Figure 1. Placed standard cells (run 1).
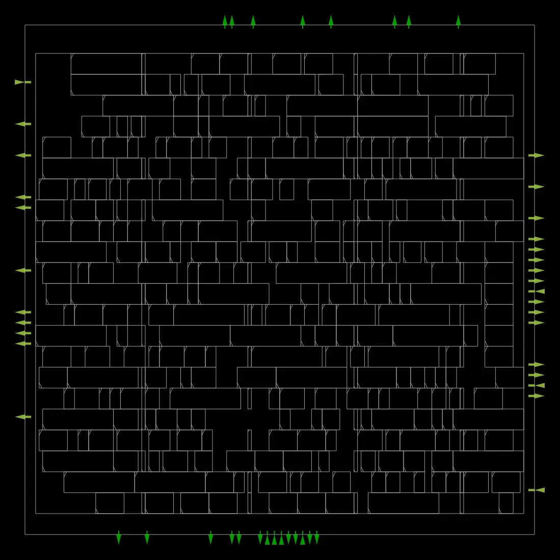
Figure 2. Clock network drawn from the DEF (run 1).
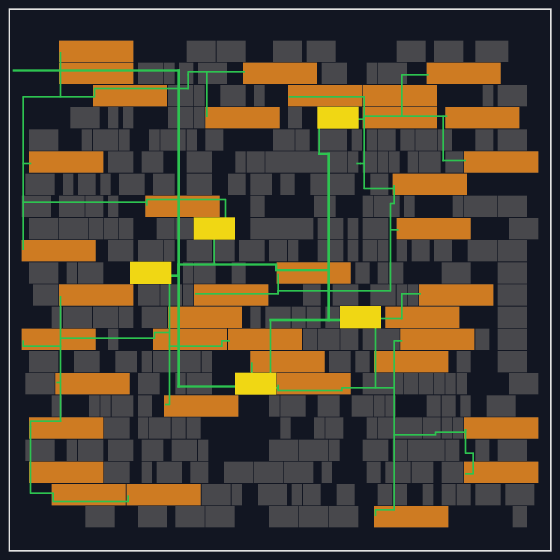
Figure 3. Cell classes on the final placement (run 1).
Bar = 20 um. Fill, decap, tap and diode cells in grey.
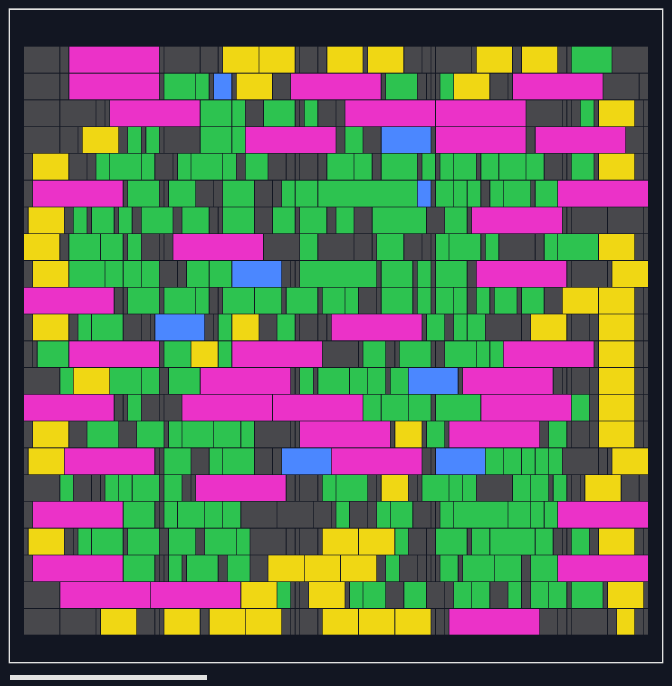
File: src/rtl/pipeline_stall_ctrl.sv
// Stall/flush scheduler for the 5-stage RV32I pipeline.
// Merges D/E hazards with the M memory wait and the multi-cycle E divider.
module pipeline_stall_ctrl #(
    parameter int DIV_CYCLES = 32,
    parameter int CNT_W      = 32
) (
    input  logic             clk,
    input  logic             rst_n,
    input  logic             LoadUseD,
    input  logic             PCSrcE,
    input  logic             DivStartE,
    input  logic             MemReqM,
    input  logic             MemReadyM,
    input  logic             CountClear,
    output logic             StallF,
    output logic             StallD,
    output logic             StallE,
    output logic             StallM,
    output logic             FlushD,
    output logic             FlushE,
    output logic             FlushM,
    output logic             FlushW,
    output logic             DivBusy,
    output logic             DivDoneE,
    output logic [CNT_W-1:0] StallCount
);

    localparam int CW = $clog2(DIV_CYCLES);
    localparam logic [CW-1:0] CNT_LOAD = CW'(DIV_CYCLES - 2);

    typedef enum logic {RUN, DIV_BUSY} state_t;

    state_t        state;
    state_t        next_state;
    logic [CW-1:0] cnt;
    logic [CW-1:0] next_cnt;
    logic          mem_wait;
    logic          div_done;
    logic          div_hold;

    assign mem_wait = MemReqM & ~MemReadyM;
    assign div_done = (state == DIV_BUSY) & (cnt == '0) & ~mem_wait;
    assign div_hold = ((state == RUN) & DivStartE)
                    | ((state == DIV_BUSY) & ~div_done);

    always_ff @(posedge clk or negedge rst_n) begin
        if (!rst_n) begin
            state <= RUN;
            cnt   <= '0;
        end else begin
            state <= next_state;
            cnt   <= next_cnt;
        end
    end

    // A memory wait freezes both the start and the countdown of a divide.
    always_comb begin
        next_state = state;
        next_cnt   = cnt;
        unique case (state)
            RUN: begin
                if (DivStartE && !mem_wait) begin
                    next_state = DIV_BUSY;
                    next_cnt   = CNT_LOAD;
                end
            end
            DIV_BUSY: begin
                if (!mem_wait) begin
                    if (cnt == '0) next_state = RUN;
                    else           next_cnt   = cnt - CW'(1);
                end
            end
        endcase
    end

    always_comb begin
        StallF   = 1'b0;
        StallD   = 1'b0;
        StallE   = 1'b0;
        StallM   = 1'b0;
        FlushD   = 1'b0;
        FlushE   = 1'b0;
        FlushM   = 1'b0;
        FlushW   = 1'b0;
        StallE   = mem_wait | div_hold;
        StallF   = StallE | LoadUseD;
        StallD   = StallF;
        StallM   = mem_wait;
        FlushD   = PCSrcE & ~StallE;
        FlushE   = (LoadUseD | PCSrcE) & ~StallE;
        FlushM   = div_hold & ~mem_wait;
        FlushW   = mem_wait;
        DivBusy  = (state == DIV_BUSY);
        DivDoneE = div_done;
    end

    always_ff @(posedge clk or negedge rst_n) begin
        if (!rst_n)          StallCount <= '0;
        else if (CountClear) StallCount <= '0;
        else if (StallF)     StallCount <= StallCount + CNT_W'(1);
    end

endmodule

File: config.mk
export PLATFORM = sky130hd
export DESIGN_NAME = pipeline_stall_ctrl
export DESIGN_NICKNAME = d
export VERILOG_FILES = /design/src/rtl/pipeline_stall_ctrl.sv
export SDC_FILE = /design/constraint.sdc
export NUM_CORES = 1
export LEC_CHECK = 0
export CAP_MARGIN = 20
export CORE_UTILIZATION = 54
export CTS_CLUSTER_DIAMETER = 60
export DETAILED_ROUTE_END_ITERATION = 8
export PLACE_DENSITY_LB_ADDON = 0.1
export SLEW_MARGIN = 0
export SYNTH_ARGS = -nofsm -noshare
export SYNTH_HDL_FRONTEND = slang
export SYNTH_SLANG_ARGS = --single-unit
File: constraint.sdc
create_clock -name clk -period 3 [get_ports clk]
set_input_delay 0.3 -clock clk [delete_from_list [all_inputs] [get_ports clk]]
set_output_delay 0.3 -clock clk [all_outputs]
set_load 0.02 [all_outputs]
==> qor.yml, run 1 <==
dpl-instance-area_sq_um: 2730
worst_hold_slack_ns: 0.138
comb_area_sq_um: 1150
utilization_pct: 74.3
ir_drop_mv: 0.264
cell_internal_pwr_mw: 0.872
openroad.warnings: 26
totalNegativeSetupSlack_ns: 0
layout-area-overhead-vs-synth_pct: 26.5
top_cells_by_area: "sky130_fd_sc_hd__dfrtp_1, sky130_fd_sc_hd__xnor2_1, sky130_fd_sc_hd__nor2_1, sky130_fd_sc_hd__a211oi_1, sky130_fd_sc_hd__a21oi_1"
crit_start: "cnt[0]"
number_of_synthesis_warnings: 0
mux_area_share_pct: 1.01
cts_max_path_buffers: 2
global_route.peak_usage_layer: "met2"
global_route.usage.met3_pct: 5.00
design.die.area_sq_um: 4390
asyncSetResetFlopFracSynth_pct: 100
fp-utilization_pct: 58.7
comb-cell-share_pct: 40.8
grt_pass1_vias: 1906
setup.worst_path.class: "register to output pin"
grt_setup_unrepaired: "no"
top_logic_kind: "simple AND/OR/NAND/NOR gates"
num-fill-cells: 300
worst_clock_skew_ns: 0.00359
synth-seq-area-share_pct: 42.6
slew_headroom_pct: 37.6
power.sequential.fraction_pct: 48.3
post_synth_xor_area_fraction_pct: 9.82
route.layer.met1.wl_um: 2370
grtUsageMet2_pct: 41.5
capturing_point_of_the_worst_reg2reg_path: "StallCount[31]"
layout.cells.largest_class: "logic gates"
ys_types: 42
globalRouteTotalUtil_pct: 27.0
number_of_tap_cells_added_at_floorplan: 48
die-width_um: 66.3
count_of_h_tree_levels_built_during_cts: 2
pre_antenna_drt_iters: 4
gr-usage-met1_pct: 37.0
cts_tree: "done"
outcome: "completed"
synth_area_per_cell_sq_um: 9.06
pin_count: 50
timing.critical_path.arrival_ns: 2.53
total_power_mw: 1.29
lay_top_cells: "sky130_fd_sc_hd__clkdlybuf4s50_1, sky130_fd_sc_hd__nor2_1, sky130_fd_sc_hd__dfrtp_1"
dominantRegCellSynth: "sky130_fd_sc_hd__dfrtp_1"
setup_viol: 0
count_of_instantiated_cells_in_the_yosys_netlist: 246
placed_cells: 332
largest_register_ff_count: 32
synth_area_sq_um: 2230
timing.reg2reg.setup_slack_ns: 0.65
wl_met2_um: 2430
actual_transition_at_the_worst_max_transition_pin_ns: 0.935
registers.top_by_ff_count: "StallCount"
largest_net_degree_at_the_start_of_global_routing: 39
cp-start-kind: "register"
ys_area_sq_um: 2230
power.share.clock_pct: 28.2
max_clock_freq_mhz: 353
Back to the opening pictures, Figure 1:
standard-cell row count: 22
flop share of the area: 33.7%
sequential cells: 38

Back to the opening pictures, Figure 2:
[clock-net drivers] yellow | count: 5
[flip-flops] orange | count: 38
[clock wires] green | length: 496 um
routed clock nets	6

Back to the opening pictures, Figure 3:
class	colour	cells
remaining logic cells	green	193
remaining buffers and delay cells	yellow	53
clock drivers and dummy loads	blue	8
registers	magenta	38

## Run 2: what changed since run 1
--- a/config.mk
+++ b/config.mk
@@ -6,7 +6,7 @@
 export NUM_CORES = 1
 export LEC_CHECK = 0
 export CAP_MARGIN = 20
-export CORE_UTILIZATION = 54
+export CORE_UTILIZATION = 25
 export CTS_CLUSTER_DIAMETER = 60
 export DETAILED_ROUTE_END_ITERATION = 8
 export PLACE_DENSITY_LB_ADDON = 0.1
Figure 4. Cell classes on the final placement (run 2).
Bar = 20 um. Fill, decap, tap and diode cells in grey.
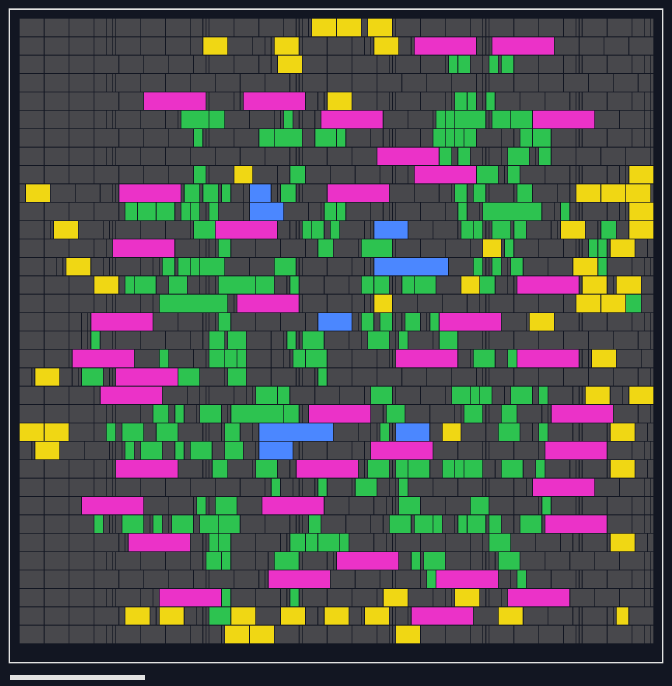
class	colour	cells
registers	magenta	38
remaining logic cells	green	193
clock drivers and dummy loads	blue	8
remaining buffers and delay cells	yellow	54

Figure 5. Supply network (run 2).
Pins as bars on the die edge. Tap cells in grey.
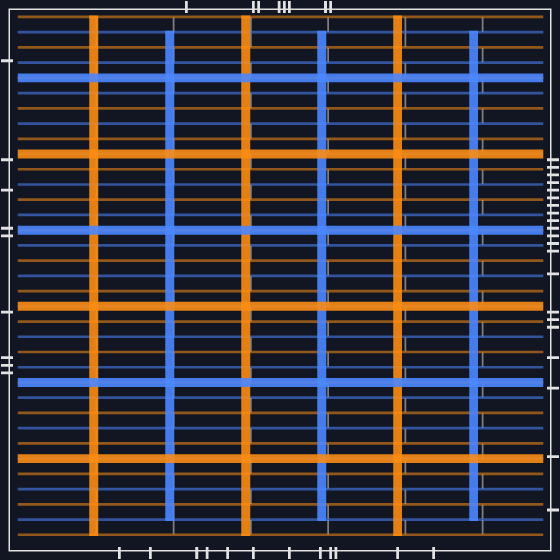
net	colour
VDD	blue
VSS	orange
tap cells	108
met1 rails	35
met5 straps	6
signal pins	50
rows	34

Figure 6. Clock network drawn from the DEF (run 2).
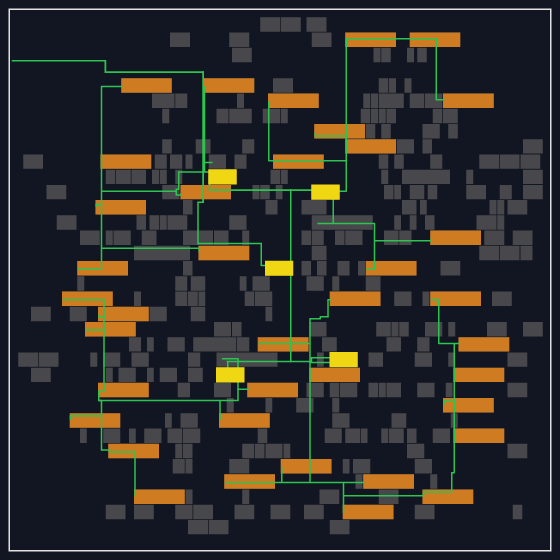
[flip-flops] orange | count: 38
[clock wires] green | length: 642 um
[clock-net drivers] yellow | count: 5
routed clock nets	6
flops lie	all over the die
worst skew pair latency: 0.30 ns
clock share of power: 36.6%
skew final: 0.00822 ns
Clk. pwr: 0.538 mW

==> qor.yml, run 2 <==
dpl-instance-area_sq_um: 2810  # +3.0%
timing.critical_path.arrival_ns: 2.43  # -0.10 ns
ys_types: 42  # unchanged
drcViolationCount: 0
ys_area_sq_um: 2230  # unchanged
synth-seq-area-share_pct: 42.6  # unchanged
design.die.area_sq_um: 9300  # +110%
cts_max_path_buffers: 2  # unchanged
finalWorstSetupSlack_ns: 0.271
totalNegativeSetupSlack_ns: 0  # unchanged
top_metal_used: "met4"
placed_cells: 393  # +18%
switchingPower_mw: 0.449
number_of_antenna_violations_at_the_first_check_in_global_routing: 0
sh_seq_area_pct: 32.1  # -1.6 points
multi_input_combinational_gate_total: 179
most_frequent_logic_cell_in_the_layout: "sky130_fd_sc_hd__clkdlybuf4s50_1"
met3WireLength_um: 267
mux_area_share_pct: 1.01  # unchanged
comb-cell-share_pct: 39.2  # -1.6 points
openroad.warnings: 26  # unchanged
comb_area_sq_um: 1160  # +0.98%
grt_setup_unrepaired: "no"
crit_path_cells: "inv_1, ha_1, nor4b_4, a21oi_1, nor2_2, inv_2, clkdlybuf4s50_1"
postCtsSetupRepairBufs: 0
slew_headroom_pct: 39.6  # +2.0 points
utilization_pct: 34.1  # -40 points
global_route.usage.met3_pct: 2.90  # -2.1 points
pre_antenna_drt_iters: 4  # unchanged
die_height_um: 96.4
setup_viol: 0  # unchanged
path_delay_family: "buffers and inverters"
slowest_delay_ns: 0.61
top_cells_by_area: "sky130_fd_sc_hd__dfrtp_1, sky130_fd_sc_hd__xnor2_1, sky130_fd_sc_hd__nor2_1, sky130_fd_sc_hd__a211oi_1, sky130_fd_sc_hd__a21oi_1"
power.sequential.fraction_pct: 42.9  # -5.4 points
sum_of_overflow_across_all_layers_after_global_routing: 0
synth.cellmix.compoundShare_pct: 17.0
crit_start: "cnt[0]"
rows: 34  # +55%
total_power_mw: 1.47  # +14%
count_of_instantiated_cells_in_the_yosys_netlist: 246  # unchanged
number_of_synthesis_warnings: 0  # unchanged
cp-start-kind: "register"
die-width_um: 96.4  # +46%
global_route.peak_usage_layer: "met2"
max_clock_freq_mhz: 366  # +3.7%
wl_per_cell_um: 14.9
detail_route.vias_per_cell: 4.96
outcome: "completed"
finalClockPeriodUsage_pct: 91.0
registers.top_by_ff_count: "StallCount"
grtUsageMet2_pct: 21.6  # -20 points
nNonClkBuffers: 54
route.layer.met1.wl_um: 2910  # +23%
actual_transition_at_the_worst_max_transition_pin_ns: 0.906  # -0.0296 ns
capturing_point_of_the_worst_reg2reg_path: "StallCount[18]"
yosys.area_share.simple_pct: 22.7
synth_area_sq_um: 2230  # unchanged
cell_internal_pwr_mw: 1.02  # +17%
number_of_tap_cells_added_at_floorplan: 108  # +130%
setup.worst_path.class: "register to output pin"
lay_top_cells: "sky130_fd_sc_hd__clkdlybuf4s50_1, sky130_fd_sc_hd__nor2_1, sky130_fd_sc_hd__dfrtp_1"
post_cts_resize_count: 0
coreArea_sq_um: 8680
largest_net_degree_at_the_start_of_global_routing: 39  # unchanged
yosys.area.top_type: "sky130_fd_sc_hd__dfrtp_1"
globalRouteTotalUtil_pct: 13.8  # -13 points
count_of_h_tree_levels_built_during_cts: 2  # unchanged
post_synth_xor_area_fraction_pct: 9.82  # unchanged
dominantRegCellSynth: "sky130_fd_sc_hd__dfrtp_1"
top_logic_kind: "simple AND/OR/NAND/NOR gates"
cts_tree: "done"
ir_drop_mv: 0.266  # +0.86%
fp-utilization_pct: 25.7  # -33 points
synth_area_per_cell_sq_um: 9.06  # unchanged
fin_crit_ns: 2.73
setup.worst_path.end: "StallF"
gr-usage-met1_pct: 19.0  # -18 points
layout-area-overhead-vs-synth_pct: 32.8
asyncSetResetFlopFracSynth_pct: 100  # unchanged
worst-r2r-cell-count: 8
postLayoutCellArea_sq_um: 2960
grt_pass1_vias: 1880  # -1.4%
num-fill-cells: 954  # +220%
sequential_cell_total: 38  # unchanged
seq_cell_power_mw: 0.631
pin_count: 50  # unchanged
max-cap-violations: 0
worst_hold_slack_ns: 0.126  # -0.0117 ns
wl_met2_um: 2720  # +12%
report.final.hold_viol_count: 0
timing.reg2reg.setup_slack_ns: 0.63  # -0.02 ns
layout.cells.largest_class: "logic gates"
largest_register_ff_count: 32  # unchanged
Power is estimated from default activity; no workload was simulated.
